Figure 1. Layout detail (run 1).
Region (24, 24) to (49, 49) um. Cells in grey, sequential cells in the stronger grey; small squares are vias.
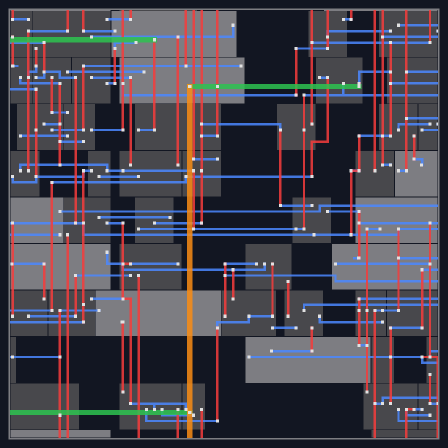
Figure 2. The metal 2 layer (run 1).
Drawn at 4 px/um.
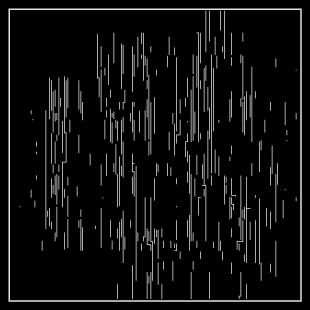
Figure 3. Drive-strength map (run 1).
Drawn at 6 px/um.
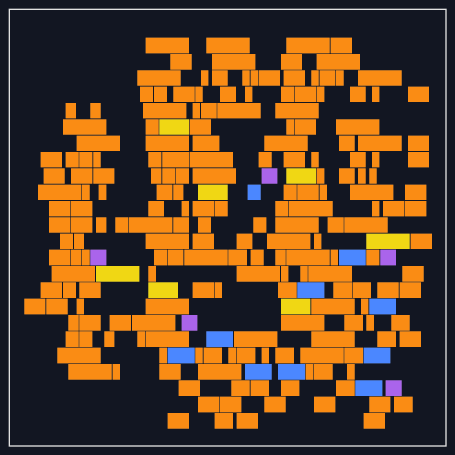
File: src/rtl/serial_adder_if.sv
// Handshake and operand/result bundle for the digit-serial adder/subtractor.
interface serial_adder_if #(
    parameter int BITS = 8
) ();
    logic            i_start;
    logic            i_subtract;
    logic            i_carry;
    logic [BITS-1:0] i_augend;
    logic [BITS-1:0] i_addend;
    logic            o_busy;
    logic            o_done;
    logic [BITS-1:0] o_sum;
    logic            o_carry;
    logic            o_overflow;

    modport master (
        output i_start, i_subtract, i_carry, i_augend, i_addend,
        input  o_busy, o_done, o_sum, o_carry, o_overflow
    );

    modport slave (
        input  i_start, i_subtract, i_carry, i_augend, i_addend,
        output o_busy, o_done, o_sum, o_carry, o_overflow
    );
endinterface

File: src/rtl/serial_adder.sv
// Digit-serial adder/subtractor: DIGIT bits per clock, LSB first.
//
// state | meaning
// ------+----------------------------------------------------------
// IDLE  | waiting for i_start; results hold their last values
// RUN   | one digit per edge; the edge for digit N-1 loads results
module serial_adder #(
    parameter int BITS  = 8,
    parameter int DIGIT = 1
) (
    input logic           i_clock,
    input logic           i_reset_n,
    serial_adder_if.slave bus
);
    localparam int N  = BITS / DIGIT;
    localparam int CW = (N > 1) ? $clog2(N) : 1;

    if ((BITS % DIGIT) != 0) begin : g_bad_digit
        $error("serial_adder: BITS must be a multiple of DIGIT");
    end

    typedef enum logic {IDLE, RUN} state_t;

    state_t          state;
    state_t          state_next;
    logic            load;
    logic            step;
    logic            last;

    logic [BITS-1:0] a;
    logic [BITS-1:0] b;
    logic [BITS-1:0] a_sh;
    logic [BITS-1:0] b_sh;
    logic [BITS-1:0] b_in;
    logic [BITS-1:0] acc;
    logic [BITS-1:0] acc_next;
    logic            cy;
    logic [CW-1:0]   cnt;
    logic            a_msb;
    logic            b_msb;
    logic [DIGIT:0]  digit_sum;

    logic [BITS-1:0] sum_q;
    logic            carry_q;
    logic            ovf_q;
    logic            done_q;

    assign b_in = bus.i_subtract ? ~bus.i_addend : bus.i_addend;

    // One digit of the ripple: low DIGIT bits of both operands plus the carry register.
    always_comb begin
        digit_sum = {1'b0, a[DIGIT-1:0]} + {1'b0, b[DIGIT-1:0]} + {{DIGIT{1'b0}}, cy};
    end

    // With a single digit there is nothing left to shift, so the slices would be empty.
    if (DIGIT == BITS) begin : g_one_digit
        assign acc_next = digit_sum[DIGIT-1:0];
        assign a_sh     = '0;
        assign b_sh     = '0;
    end else begin : g_multi_digit
        assign acc_next = {digit_sum[DIGIT-1:0], acc[BITS-1:DIGIT]};
        assign a_sh     = {{DIGIT{1'b0}}, a[BITS-1:DIGIT]};
        assign b_sh     = {{DIGIT{1'b0}}, b[BITS-1:DIGIT]};
    end

    // Next-state and datapath strobes.
    always_comb begin
        state_next = state;
        load       = 1'b0;
        step       = 1'b0;
        last       = 1'b0;
        case (state)
            IDLE: begin
                if (bus.i_start) begin
                    load       = 1'b1;
                    state_next = RUN;
                end
            end
            RUN: begin
                step = 1'b1;
                if (cnt == CW'(N - 1)) begin
                    last       = 1'b1;
                    state_next = IDLE;
                end
            end
            default: state_next = IDLE;
        endcase
    end

    // State register.
    always_ff @(posedge i_clock) begin
        if (!i_reset_n) begin
            state <= IDLE;
        end else begin
            state <= state_next;
        end
    end

    // Operand latch, digit shift and result capture on the final digit.
    always_ff @(posedge i_clock) begin
        if (!i_reset_n) begin
            a       <= '0;
            b       <= '0;
            acc     <= '0;
            cy      <= 1'b0;
            cnt     <= '0;
            a_msb   <= 1'b0;
            b_msb   <= 1'b0;
            sum_q   <= '0;
            carry_q <= 1'b0;
            ovf_q   <= 1'b0;
            done_q  <= 1'b0;
        end else begin
            done_q <= 1'b0;
            if (load) begin
                a     <= bus.i_augend;
                b     <= b_in;
                cy    <= bus.i_subtract ? ~bus.i_carry : bus.i_carry;
                cnt   <= '0;
                a_msb <= bus.i_augend[BITS-1];
                b_msb <= b_in[BITS-1];
            end else if (step) begin
                acc <= acc_next;
                a   <= a_sh;
                b   <= b_sh;
                cy  <= digit_sum[DIGIT];
                cnt <= cnt + CW'(1);
                if (last) begin
                    sum_q   <= acc_next;
                    carry_q <= digit_sum[DIGIT];
                    ovf_q   <= (a_msb == b_msb) && (acc_next[BITS-1] != a_msb);
                    done_q  <= 1'b1;
                end
            end
        end
    end

    assign bus.o_busy     = (state == RUN);
    assign bus.o_done     = done_q;
    assign bus.o_sum      = sum_q;
    assign bus.o_carry    = carry_q;
    assign bus.o_overflow = ovf_q;
endmodule

File: src/flat_wrapper.sv
// flat-port wrapper written by rule: the top's interface ports become plain ports
module serial_adder_flat 
#(
    parameter int BITS  = 8,
    parameter int DIGIT = 1
)
  (i_clock, i_reset_n, bus_i_start, bus_i_subtract, bus_i_carry, bus_i_augend, bus_i_addend, bus_o_busy, bus_o_done, bus_o_sum, bus_o_carry, bus_o_overflow);
  serial_adder_if #(.BITS(BITS)) bus_i ();
  input logic i_clock;
  input logic i_reset_n;
  input wire logic [$bits(bus_i.i_start)-1:0] bus_i_start;
  input wire logic [$bits(bus_i.i_subtract)-1:0] bus_i_subtract;
  input wire logic [$bits(bus_i.i_carry)-1:0] bus_i_carry;
  input wire logic [$bits(bus_i.i_augend)-1:0] bus_i_augend;
  input wire logic [$bits(bus_i.i_addend)-1:0] bus_i_addend;
  output wire logic [$bits(bus_i.o_busy)-1:0] bus_o_busy;
  output wire logic [$bits(bus_i.o_done)-1:0] bus_o_done;
  output wire logic [$bits(bus_i.o_sum)-1:0] bus_o_sum;
  output wire logic [$bits(bus_i.o_carry)-1:0] bus_o_carry;
  output wire logic [$bits(bus_i.o_overflow)-1:0] bus_o_overflow;
  assign bus_i.i_start = bus_i_start;
  assign bus_i.i_subtract = bus_i_subtract;
  assign bus_i.i_carry = bus_i_carry;
  assign bus_i.i_augend = bus_i_augend;
  assign bus_i.i_addend = bus_i_addend;
  assign bus_o_busy = bus_i.o_busy;
  assign bus_o_done = bus_i.o_done;
  assign bus_o_sum = bus_i.o_sum;
  assign bus_o_carry = bus_i.o_carry;
  assign bus_o_overflow = bus_i.o_overflow;
  serial_adder #(.BITS(BITS), .DIGIT(DIGIT)) u_core (.i_clock(i_clock), .i_reset_n(i_reset_n), .bus(bus_i));
endmodule
File: config.mk
export PLATFORM = sky130hd
export DESIGN_NAME = serial_adder_flat
export DESIGN_NICKNAME = d
export VERILOG_FILES = /design/src/rtl/serial_adder_if.sv /design/src/rtl/serial_adder.sv /design/src/flat_wrapper.sv
export SDC_FILE = /design/constraint.sdc
export NUM_CORES = 1
export LEC_CHECK = 0
export CAP_MARGIN = 25
export CORE_MARGIN = 2
export CORE_UTILIZATION = 40
export CTS_CLUSTER_DIAMETER = 200
export CTS_CLUSTER_SIZE = 14
export DETAILED_ROUTE_END_ITERATION = 16
export HOLD_SLACK_MARGIN = 0.02
export PLACE_DENSITY = 0.63
export SYNTH_ARGS = -nofsm -noshare
export SYNTH_HDL_FRONTEND = slang
export SYNTH_SLANG_ARGS = --single-unit
File: constraint.sdc
create_clock -name i_clock -period 1.8 [get_ports i_clock]
set_input_delay 0.36 -clock i_clock [delete_from_list [all_inputs] [get_ports i_clock]]
set_output_delay 0.36 -clock i_clock [all_outputs]
set_load 0.005 [all_outputs]
==> report_table.html, run 1 <==
<h2>Synthesis and place &amp; route</h2>
<table>
<tr><th>Metric</th><th>Value</th></tr>
<tr><th colspan="2">CTS</th></tr>
<tr><td>Post-CTS Resized</td><td>0</td></tr>
<tr><td>CTS tree</td><td>built</td></tr>
<tr><td>Hold_buf cts</td><td>0</td></tr>
<tr><td>Max Root-Sink Buffers</td><td>2</td></tr>
<tr><th colspan="2">Setup path</th></tr>
<tr><td>Number of buffers and inverters on the critical path</td><td>0</td></tr>
<tr><td>Endpoint kind of the worst setup timing path</td><td>register</td></tr>
<tr><td>Worst EP required</td><td>2.01 ns</td></tr>
<tr><td>Arrival time worst endpoint</td><td>1.72 ns</td></tr>
<tr><td>Longest individual stage delay on the worst path</td><td>0.61 ns</td></tr>
<tr><th colspan="2">Floorplanning</th></tr>
<tr><td>Placement row count</td><td>24</td></tr>
<tr><td>Count of pins on the block boundary</td><td>33</td></tr>
<tr><td>Initial standard-cell utilization of the core</td><td>0.423</td></tr>
<tr><td>Die x size</td><td>72.5 um</td></tr>
<tr><th colspan="2">Synth</th></tr>
<tr><td>Mean post-synth cell area</td><td>10.0 um^2</td></tr>
<tr><td>Flip-flops with a built-in enable</td><td>0</td></tr>
<tr><td>Yosys warns</td><td>0</td></tr>
<tr><td>Area share of the leading cell type in the synthesized netlist</td><td>0.437</td></tr>
<tr><td>Area figure in the yosys stat output</td><td>1880 um^2</td></tr>
<tr><td>Synthesis-stage register bit count</td><td>41</td></tr>
<tr><th colspan="2">Layout</th></tr>
<tr><td>Share of cells above drive strength 1</td><td>0.0995</td></tr>
<tr><td>Commonest non-fill, non-tap cell in the layout</td><td>sky130_fd_sc_hd__dfxtp_1</td></tr>
<tr><th colspan="2">Flow run</th></tr>
<tr><td>OpenROAD warning count</td><td>26</td></tr>
<tr><td>Maximum Capacitance Violations</td><td>0</td></tr>
<tr><th colspan="2">GRT</th></tr>
<tr><td>Routing usage on met1</td><td>0.171</td></tr>
<tr><td>Most used routing layer in global routing</td><td>met2</td></tr>
<tr><td>Largest net degree at the start of global routing</td><td>40</td></tr>
<tr><td>Via count of the first global-routing pass</td><td>1,321</td></tr>
<tr><th colspan="2">Placed design</th></tr>
<tr><td>Cell Area, Placed</td><td>2220 um^2</td></tr>
<tr><td>Routability cong.</td><td>0.676</td></tr>
<tr><td>Post-Place Worst Slack</td><td>0.112 ns</td></tr>
<tr><th colspan="2">Detailed routing</th></tr>
<tr><td>Total iterations of the first detailed-routing run</td><td>3</td></tr>
<tr><td>DRC</td><td>0</td></tr>
<tr><th colspan="2">Run status</th></tr>
<tr><td>Status</td><td>finished, final reports clean</td></tr>
<tr><th colspan="2">Power and ir drop</th></tr>
<tr><td>Leakage Power</td><td>0.000851 uW</td></tr>
<tr><td>Power per unit of standard cell area</td><td>781 nW/um^2</td></tr>
<tr><th colspan="2">Timing</th></tr>
<tr><td>Pins over their slew limit</td><td>0</td></tr>
<tr><td>Worst max-slew margin expressed relative to the limit</td><td>0.738</td></tr>
<tr><td>Number of hold violations in the final report</td><td>0</td></tr>
<tr><td>Min cycle time layout</td><td>1.51 ns</td></tr>
<tr><td>Clock skew</td><td>0.00500 ns</td></tr>
<tr><th colspan="2">Min path</th></tr>
<tr><td>Path type of the worst min-delay path</td><td>reg2reg</td></tr>
</table>
Back to the opening pictures, Figure 1:
| colour | layer |
|---|---|
| blue | met1 |
| green | met3 |
| orange | met4 |
| red | met2 |
sequential cells in the window: 7
netlist names of flops here include: u_core.cnt (2)
most frequent: nor2b_1 (8), dfxtp_1 (7)
cells with their middle in the window: 42

Back to the opening pictures, Figure 2:
nets with wire on the layer: 193
share of all routed wire: 46%
wire length on this layer: 1,520 um
longest straight run: 29.6 um
main direction: vertical
global-route met2 utilization: 0.231
total via count in the routed design: 1,335
sum of routed wire length over all layers: 3.32 mm

Back to the opening pictures, Figure 3:
| colour | size | cells |
|---|---|---|
| orange | drive 1 or less | 199 |
| purple | drive 3 to 4 | 5 |
| blue | drive 2 | 10 |
| yellow | drive 6 and up | 7 |
area overhead of the layout relative to synthesis: 22.6%
buffers outside the clock class: 39
post-route cell area: 2300 um^2
Final Worst Setup Slack: 0.286 ns

==> run 1: metrics by stage <==
step	std cells	hold WS (ns)	total power, uW
4_1_cts	273	0.458	1830
6_report	273	0.455	1800
3_3_place_gp	265	0.442	1250
3_5_place_dp	265	0.447	1260
5_1_grt	273	0.470	1890
2_1_floorplan	188	0.430	1180
==> run 1: cell families (layout without fill, tap and decap cells) <==
| family | Yosys count | in the layout | synth area share |
|---|---|---|---|
| multiplexers | 17 | 17 | 0.0905 |
| AND/OR/NAND/NOR | 65 | 65 | 0.171 |
| buffers and inverters | 14 | 47 | 0.0632 |
| AND-OR/OR-AND | 39 | 39 | 0.172 |
| XOR/XNOR | 9 | 9 | 0.0419 |
| adder cells (fa/ha/maj) | 3 | 3 | 0.0240 |
| flip-flops | 41 | 41 | 0.437 |
==> run 1: where the power goes <==
group	internal, uW	switching [uW]
sequential	948	23.6
combinational	149	120
clock	275	283
total	1370	427
==> run 1: path summary, 6_finish.rpt <==
path	from	end	slack (ns)
setup / recovery	u_core.cy	u_core.bus.o_overflow	0.29
hold / removal	u_core.bus.o_sum[3]	u_core.bus.o_sum[3]	0.45
setup reg to reg	u_core.cy	u_core.bus.o_overflow	0.29
hold reg to reg	u_core.bus.o_sum[3]	u_core.bus.o_sum[3]	0.45
==> run 1: state kept, by name, summed over array words and instances (netlist names) <==
register	count
u_core.a	8
u_core.b	8
u_core.bus.o_sum	8
u_core.acc	7
u_core.cnt	3
u_core.a_msb	1
u_core.b_msb	1
u_core.bus.o_busy	1
u_core.bus.o_carry	1
u_core.bus.o_done	1
u_core.bus.o_overflow	1
u_core.cy	1
==> run 1: worst reg2reg max path: stages (launching register included) <==
cell	delay, ns
sky130_fd_sc_hd__dfxtp_1	0.33
sky130_fd_sc_hd__fa_1	0.61
sky130_fd_sc_hd__or3b_1	0.36
sky130_fd_sc_hd__a31oi_1	0.15
==> run 1: metal layers <==
metal | wire [um] | part of all wire
met2 | 1520 | 0.46
met4 | 32 | 0.0096
met3 | 157 | 0.047
met5 | 0 | 0
met1 | 1620 | 0.49
==> run 1: final cells by class <==
| cell class | instances | area, um^2 |
|---|---|---|
| clock buffers | 8 | 80.1 |
| fillers | 413 | 2140 |
| flip-flops and latches | 41 | 821 |
| repair buffers | 39 | 398 |
| multi-input cells | 133 | 940 |
| well taps | 52 | 65.1 |
==> run 1 -> run 2 <==
Clock period 1.8 ns to 1.6 ns, I/O delays scaled along.
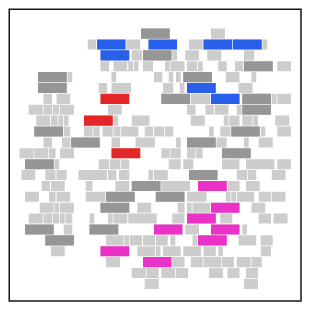
Figure 4: run 2, register map, names as in the netlist.
Drawn at 4 px/um.
| colour | signal | flops |
|---|---|---|
| blue | u_core.acc | 7 |
| magenta | u_core.b | 8 |
| red | u_core.cnt | 3 |
post-route core utilization: 0.527
fraction of area in registers: 0.351
Seq group: 1100 uW

==> report_table.html, run 2 <==
<h2>Synthesis and place &amp; route</h2>
<table>
<tr><th>Metric</th><th>Value</th></tr>
<tr><th colspan="2">Run status</th></tr>
<tr><td>Status</td><td>finished, final reports clean</td></tr>
<tr><th colspan="2">CTS</th></tr>
<tr><td>Hold_buf cts</td><td>0 (unchanged)</td></tr>
<tr><td>Post-CTS Resized</td><td>0 (unchanged)</td></tr>
<tr><td>Max Root-Sink Buffers</td><td>2 (unchanged)</td></tr>
<tr><td>CTS tree</td><td>built</td></tr>
<tr><th colspan="2">Synth</th></tr>
<tr><td>Yosys warns</td><td>0 (unchanged)</td></tr>
<tr><td>Synthesis-stage register bit count</td><td>41 (unchanged)</td></tr>
<tr><td>Flip-flops with a built-in enable</td><td>0 (unchanged)</td></tr>
<tr><th colspan="2">Detailed routing</th></tr>
<tr><td>DRC</td><td>0 (unchanged)</td></tr>
<tr><td>Sum of routed wire length over all layers</td><td>3.37 mm (+1.5%)</td></tr>
<tr><th colspan="2">Min path</th></tr>
<tr><td>Path type of the worst min-delay path</td><td>reg2reg</td></tr>
<tr><th colspan="2">Setup path</th></tr>
<tr><td>Startpoint of the lowest-slack register-to-register path</td><td>u_core.cy</td></tr>
<tr><td>Termination of the worst setup path</td><td>bus_o_busy</td></tr>
<tr><td>Worst EP required</td><td>1.28 ns (-0.73 ns)</td></tr>
<tr><td>Register-to-Register Setup Slack</td><td>0.16 ns (-0.13 ns)</td></tr>
<tr><th colspan="2">Floorplanning</th></tr>
<tr><td>Count of pins on the block boundary</td><td>33 (unchanged)</td></tr>
<tr><td>Die x size</td><td>72.5 um (unchanged)</td></tr>
<tr><th colspan="2">Timing</th></tr>
<tr><td>Clock skew</td><td>0.00425 ns (-0.000755 ns)</td></tr>
<tr><td>Fin Hold WS</td><td>0.457 ns (+0.00211 ns)</td></tr>
<tr><td>Worst max-slew margin expressed relative to the limit</td><td>0.745 (+0.00717)</td></tr>
<tr><td>Min cycle time layout</td><td>1.50 ns</td></tr>
<tr><th colspan="2">Layout</th></tr>
<tr><td>Area overhead of the layout relative to synthesis</td><td>24.6%</td></tr>
<tr><td>Commonest non-fill, non-tap cell in the layout</td><td>sky130_fd_sc_hd__dfxtp_1</td></tr>
<tr><th colspan="2">GRT</th></tr>
<tr><td>Largest net degree at the start of global routing</td><td>42 (+5.0%)</td></tr>
<tr><th colspan="2">Flow run</th></tr>
<tr><td>OpenROAD warning count</td><td>26 (unchanged)</td></tr>
<tr><td>Maximum Capacitance Violations</td><td>0 (unchanged)</td></tr>
<tr><th colspan="2">Power and ir drop</th></tr>
<tr><td>Net switching component of the power</td><td>488 uW (+14%)</td></tr>
<tr><td>Power per unit of standard cell area</td><td>870 nW/um^2 (+11%)</td></tr>
<tr><td>Net switching share of the total power</td><td>0.240 (+0.00267)</td></tr>
<tr><th colspan="2">Placed design</th></tr>
<tr><td>Routability cong.</td><td>0.710 (+5.0%)</td></tr>
</table>
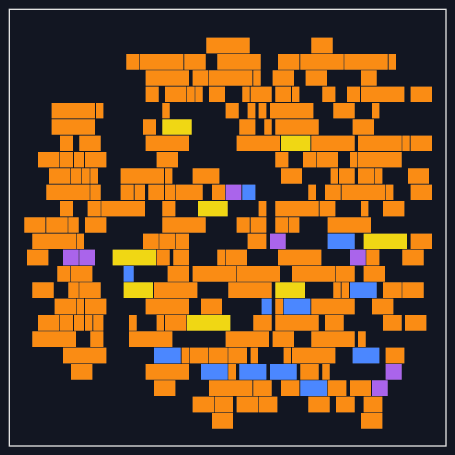
Figure 5: run 2, drive-strength map.
Drawn at 6 px/um.
| colour | size | cells |
|---|---|---|
| orange | drive 1 or less | 197 |
| purple | drive 3 to 4 | 7 |
| blue | drive 2 | 12 |
| yellow | drive 6 and up | 8 |
buffers outside the clock class: 42
Final Worst Setup Slack: 0.0963 ns

[run 2: logic make-up (layout without fill, tap and decap cells)]
kind of cell | after synthesis | count (layout) | synth area share
compound gates | 39 | 39 | 0.172
xor+xnor | 9 | 9 | 0.0419
simple gates | 65 | 65 | 0.171
fa+ha+maj | 3 | 3 | 0.0240
mux | 17 | 17 | 0.0905
buf+inv | 14 | 50 | 0.0632
flops | 41 | 41 | 0.437
[run 2: routing by layer]
layer	part of all wire	global-route usage	vias to the layer above
li1	-	-	705
met1	0.47	0.171	637
met2	0.48	0.232	30
met3	0.049	0.0514	2
met4	0.0050	0.0432	0
met5	0	0	-
[run 2: final cells by class]
cell class / count / area [um^2] / area share
multi-input combinational: 133 / 940 / 0.401
sequential: 41 / 821 / 0.351
timing repair buffer: 42 / 433 / 0.185
clock buffer: 6 / 72.6 / 0.0310
tap: 52 / 65.1 / 0.0278
clock inverter: 2 / 10.0 / 0.00428
[run 2: stage by stage]
stage	cell area [um^2]	utilization	std cells	setup WS [ns]	power, uW
2_1_floorplan	1880	-	188	0.175	1330
3_3_place_gp	2260	0.508	268	0.0770	1430
3_5_place_dp	2260	0.508	268	0.0324	1440
4_1_cts	2340	0.527	276	0.0634	2080
5_1_grt	2340	0.527	276	0.0497	2160
6_report	2340	0.527	276	0.0963	2040
[run 2: power by group through the flow]
stage,Sequential (uW),Clock [uW],Combinational (uW)
3_5_place_dp,1120,0,319
2_1_floorplan,1110,0,219
6_report,1100,625,316
4_1_cts,1100,660,321
3_3_place_gp,1120,0,309
5_1_grt,1100,712,348
[run 2: how the worst min path moves through the flow]
stage / startpoint / depth (start not counted) / end
2_1_floorplan: u_core.acc[1] / 2 / u_core.bus.o_sum[0]
3_3_place_gp: u_core.bus.o_sum[4] / 2 / u_core.bus.o_sum[4]
3_5_place_dp: u_core.bus.o_sum[3] / 2 / u_core.bus.o_sum[3]
4_1_cts: u_core.bus.o_sum[3] / 2 / u_core.bus.o_sum[3]
5_1_grt: u_core.bus.o_sum[6] / 2 / u_core.bus.o_sum[6]
6_report: u_core.bus.o_sum[4] / 2 / u_core.bus.o_sum[4]
==> run 2 -> run 3 <==
Clock period 1.6 ns to 1.77 ns, I/O delays scaled along.
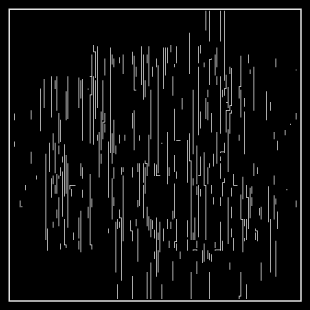
Figure 6: run 3, the metal 2 layer.
Drawn at 4 px/um.
share of all routed wire: 46%
main direction: vertical
longest straight run: 26.9 um
wire length on this layer: 1,510 um
nets with wire on the layer: 192
global-route met2 utilization: 0.219
sum of routed wire length over all layers: 3.31 mm
total via count in the routed design: 1,344

==> report_table.html, run 3 <==
<h2>Synthesis and place &amp; route</h2>
<table>
<tr><th>Metric</th><th>Value</th></tr>
<tr><th colspan="2">Min path</th></tr>
<tr><td>End of the worst hold path</td><td>u_core.bus.o_sum[4]</td></tr>
<tr><td>Hold Path Cell Cnt</td><td>2 (unchanged)</td></tr>
<tr><td>Launch instance of the worst min-delay path</td><td>u_core.bus.o_sum[4]</td></tr>
<tr><th colspan="2">GRT</th></tr>
<tr><td>Largest net degree at the start of global routing</td><td>42 (unchanged)</td></tr>
<tr><th colspan="2">Placed design</th></tr>
<tr><td>Post-Place Worst Slack</td><td>0.0929 ns (+0.0605 ns)</td></tr>
<tr><td>Routability cong.</td><td>0.670 (-5.5%)</td></tr>
<tr><th colspan="2">Floorplanning</th></tr>
<tr><td>Count of pins on the block boundary</td><td>33 (unchanged)</td></tr>
<tr><td>Die x size</td><td>72.5 um (unchanged)</td></tr>
<tr><th colspan="2">Setup path</th></tr>
<tr><td>Worst EP required</td><td>1.99 ns (+0.71 ns)</td></tr>
<tr><td>Register-to-Register Setup Slack</td><td>0.23 ns (+0.07 ns)</td></tr>
<tr><td>Startpoint of the lowest-slack register-to-register path</td><td>u_core.cy</td></tr>
<tr><th colspan="2">Timing</th></tr>
<tr><td>Fin Hold WS</td><td>0.454 ns (-0.00290 ns)</td></tr>
<tr><td>Clock skew</td><td>0.00372 ns (-0.000522 ns)</td></tr>
<tr><td>Worst max-slew margin expressed relative to the limit</td><td>0.750 (+0.00409)</td></tr>
<tr><td>Min cycle time layout</td><td>1.54 ns</td></tr>
<tr><td>Final Worst Setup Slack</td><td>0.227 ns (+0.131 ns)</td></tr>
<tr><th colspan="2">Layout</th></tr>
<tr><td>Post-route core utilization</td><td>0.520 (-0.00676)</td></tr>
<tr><td>Commonest non-fill, non-tap cell in the layout</td><td>sky130_fd_sc_hd__dfxtp_1</td></tr>
<tr><th colspan="2">Flow run</th></tr>
<tr><td>OpenROAD warning count</td><td>26 (unchanged)</td></tr>
<tr><th colspan="2">Synth</th></tr>
<tr><td>Synthesis-stage register bit count</td><td>41 (unchanged)</td></tr>
<tr><td>Flip-flops with a built-in enable</td><td>0 (unchanged)</td></tr>
<tr><th colspan="2">Power and ir drop</th></tr>
<tr><td>Final Power</td><td>1840 uW (-9.6%)</td></tr>
<tr><td>Net switching component of the power</td><td>450 uW (-8.0%)</td></tr>
<tr><td>Power per unit of standard cell area</td><td>797 nW/um^2 (-8.4%)</td></tr>
<tr><th colspan="2">CTS</th></tr>
<tr><td>CTS tree</td><td>built</td></tr>
<tr><th colspan="2">Detailed routing</th></tr>
<tr><td>DRC</td><td>0 (unchanged)</td></tr>
<tr><th colspan="2">Run status</th></tr>
<tr><td>Status</td><td>finished, final reports clean</td></tr>
</table>
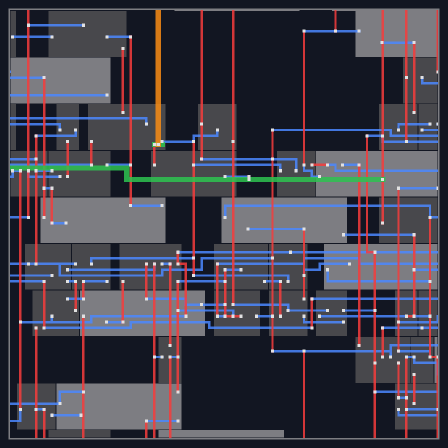
Figure 7: run 3, layout detail.
Region (24, 24) to (49, 49) um. Cells in grey, sequential cells in the stronger grey; small squares are vias.
| colour | layer |
|---|---|
| orange | met4 |
| green | met3 |
| red | met2 |
| blue | met1 |
sequential cells in the window: 8
most frequent: dfxtp_1 (8), nor2b_1 (5)
cells with their middle in the window: 34
netlist names of flops here include: u_core.cnt (2)

## run 3: stage by stage
stage          instances  area (um^2)
3_5_place_dp         264         2230
6_report             272         2310
5_1_grt              272         2310
2_1_floorplan        188         1880
3_3_place_gp         264         2230
4_1_cts              272         2310
## run 3: worst max-delay path by stage
| stage | startpoint | to | depth (start not counted) |
|---|---|---|---|
| after floorplan | u_core.cy | u_core.bus.o_overflow | 3 |
| after global placement | bus_i_start | u_core.a_msb | 5 |
| after detailed placement | bus_i_start | u_core.a[3] | 5 |
| after CTS | u_core.bus.o_busy | bus_o_busy | 1 |
| after global routing | u_core.cnt[1] | u_core.bus.o_overflow | 5 |
| final | u_core.cy | u_core.bus.o_overflow | 3 |
## run 3: critical path, stage by stage, from the launching register on
cell                      delay, ns
sky130_fd_sc_hd__dfxtp_1       0.34
sky130_fd_sc_hd__fa_1          0.62
sky130_fd_sc_hd__or3b_1        0.36
sky130_fd_sc_hd__a31oi_1       0.16
## run 3: logic make-up (layout without fill, tap and decap cells)
kind of cell,Yosys count,after routing,share of synthesized area
flops,41,41,0.437
fa+ha+maj,3,3,0.0240
simple gates,65,65,0.171
compound gates,39,39,0.172
buf+inv,14,46,0.0632
xor+xnor,9,9,0.0419
mux,17,17,0.0905
## run 3: cell type report
class / instances / area, um^2 / area share
flip-flops and latches: 41 / 821 / 0.355
multi-input cells: 133 / 940 / 0.407
well taps: 52 / 65.1 / 0.0282
clock inverters: 2 / 10.0 / 0.00433
clock buffers: 6 / 72.6 / 0.0314
repair buffers: 38 / 403 / 0.174
## run 3: per-layer routing
layer,part of all wire,global-route usage,vias up
met5,0,0,-
met4,0.013,0.0556,0
met3,0.040,0.0389,5
met2,0.46,0.219,24
met1,0.49,0.170,616
li1,-,-,699
## run 3: power groups by stage
stage / clock network (uW) / registers (uW) / logic (uW)
final: 575 / 989 / 277
after global placement: 0 / 1010 / 270
after floorplan: 0 / 1010 / 198
after detailed placement: 0 / 1010 / 279
after CTS: 594 / 989 / 281
after global routing: 634 / 993 / 305
Power is estimated from default activity; no workload was simulated.
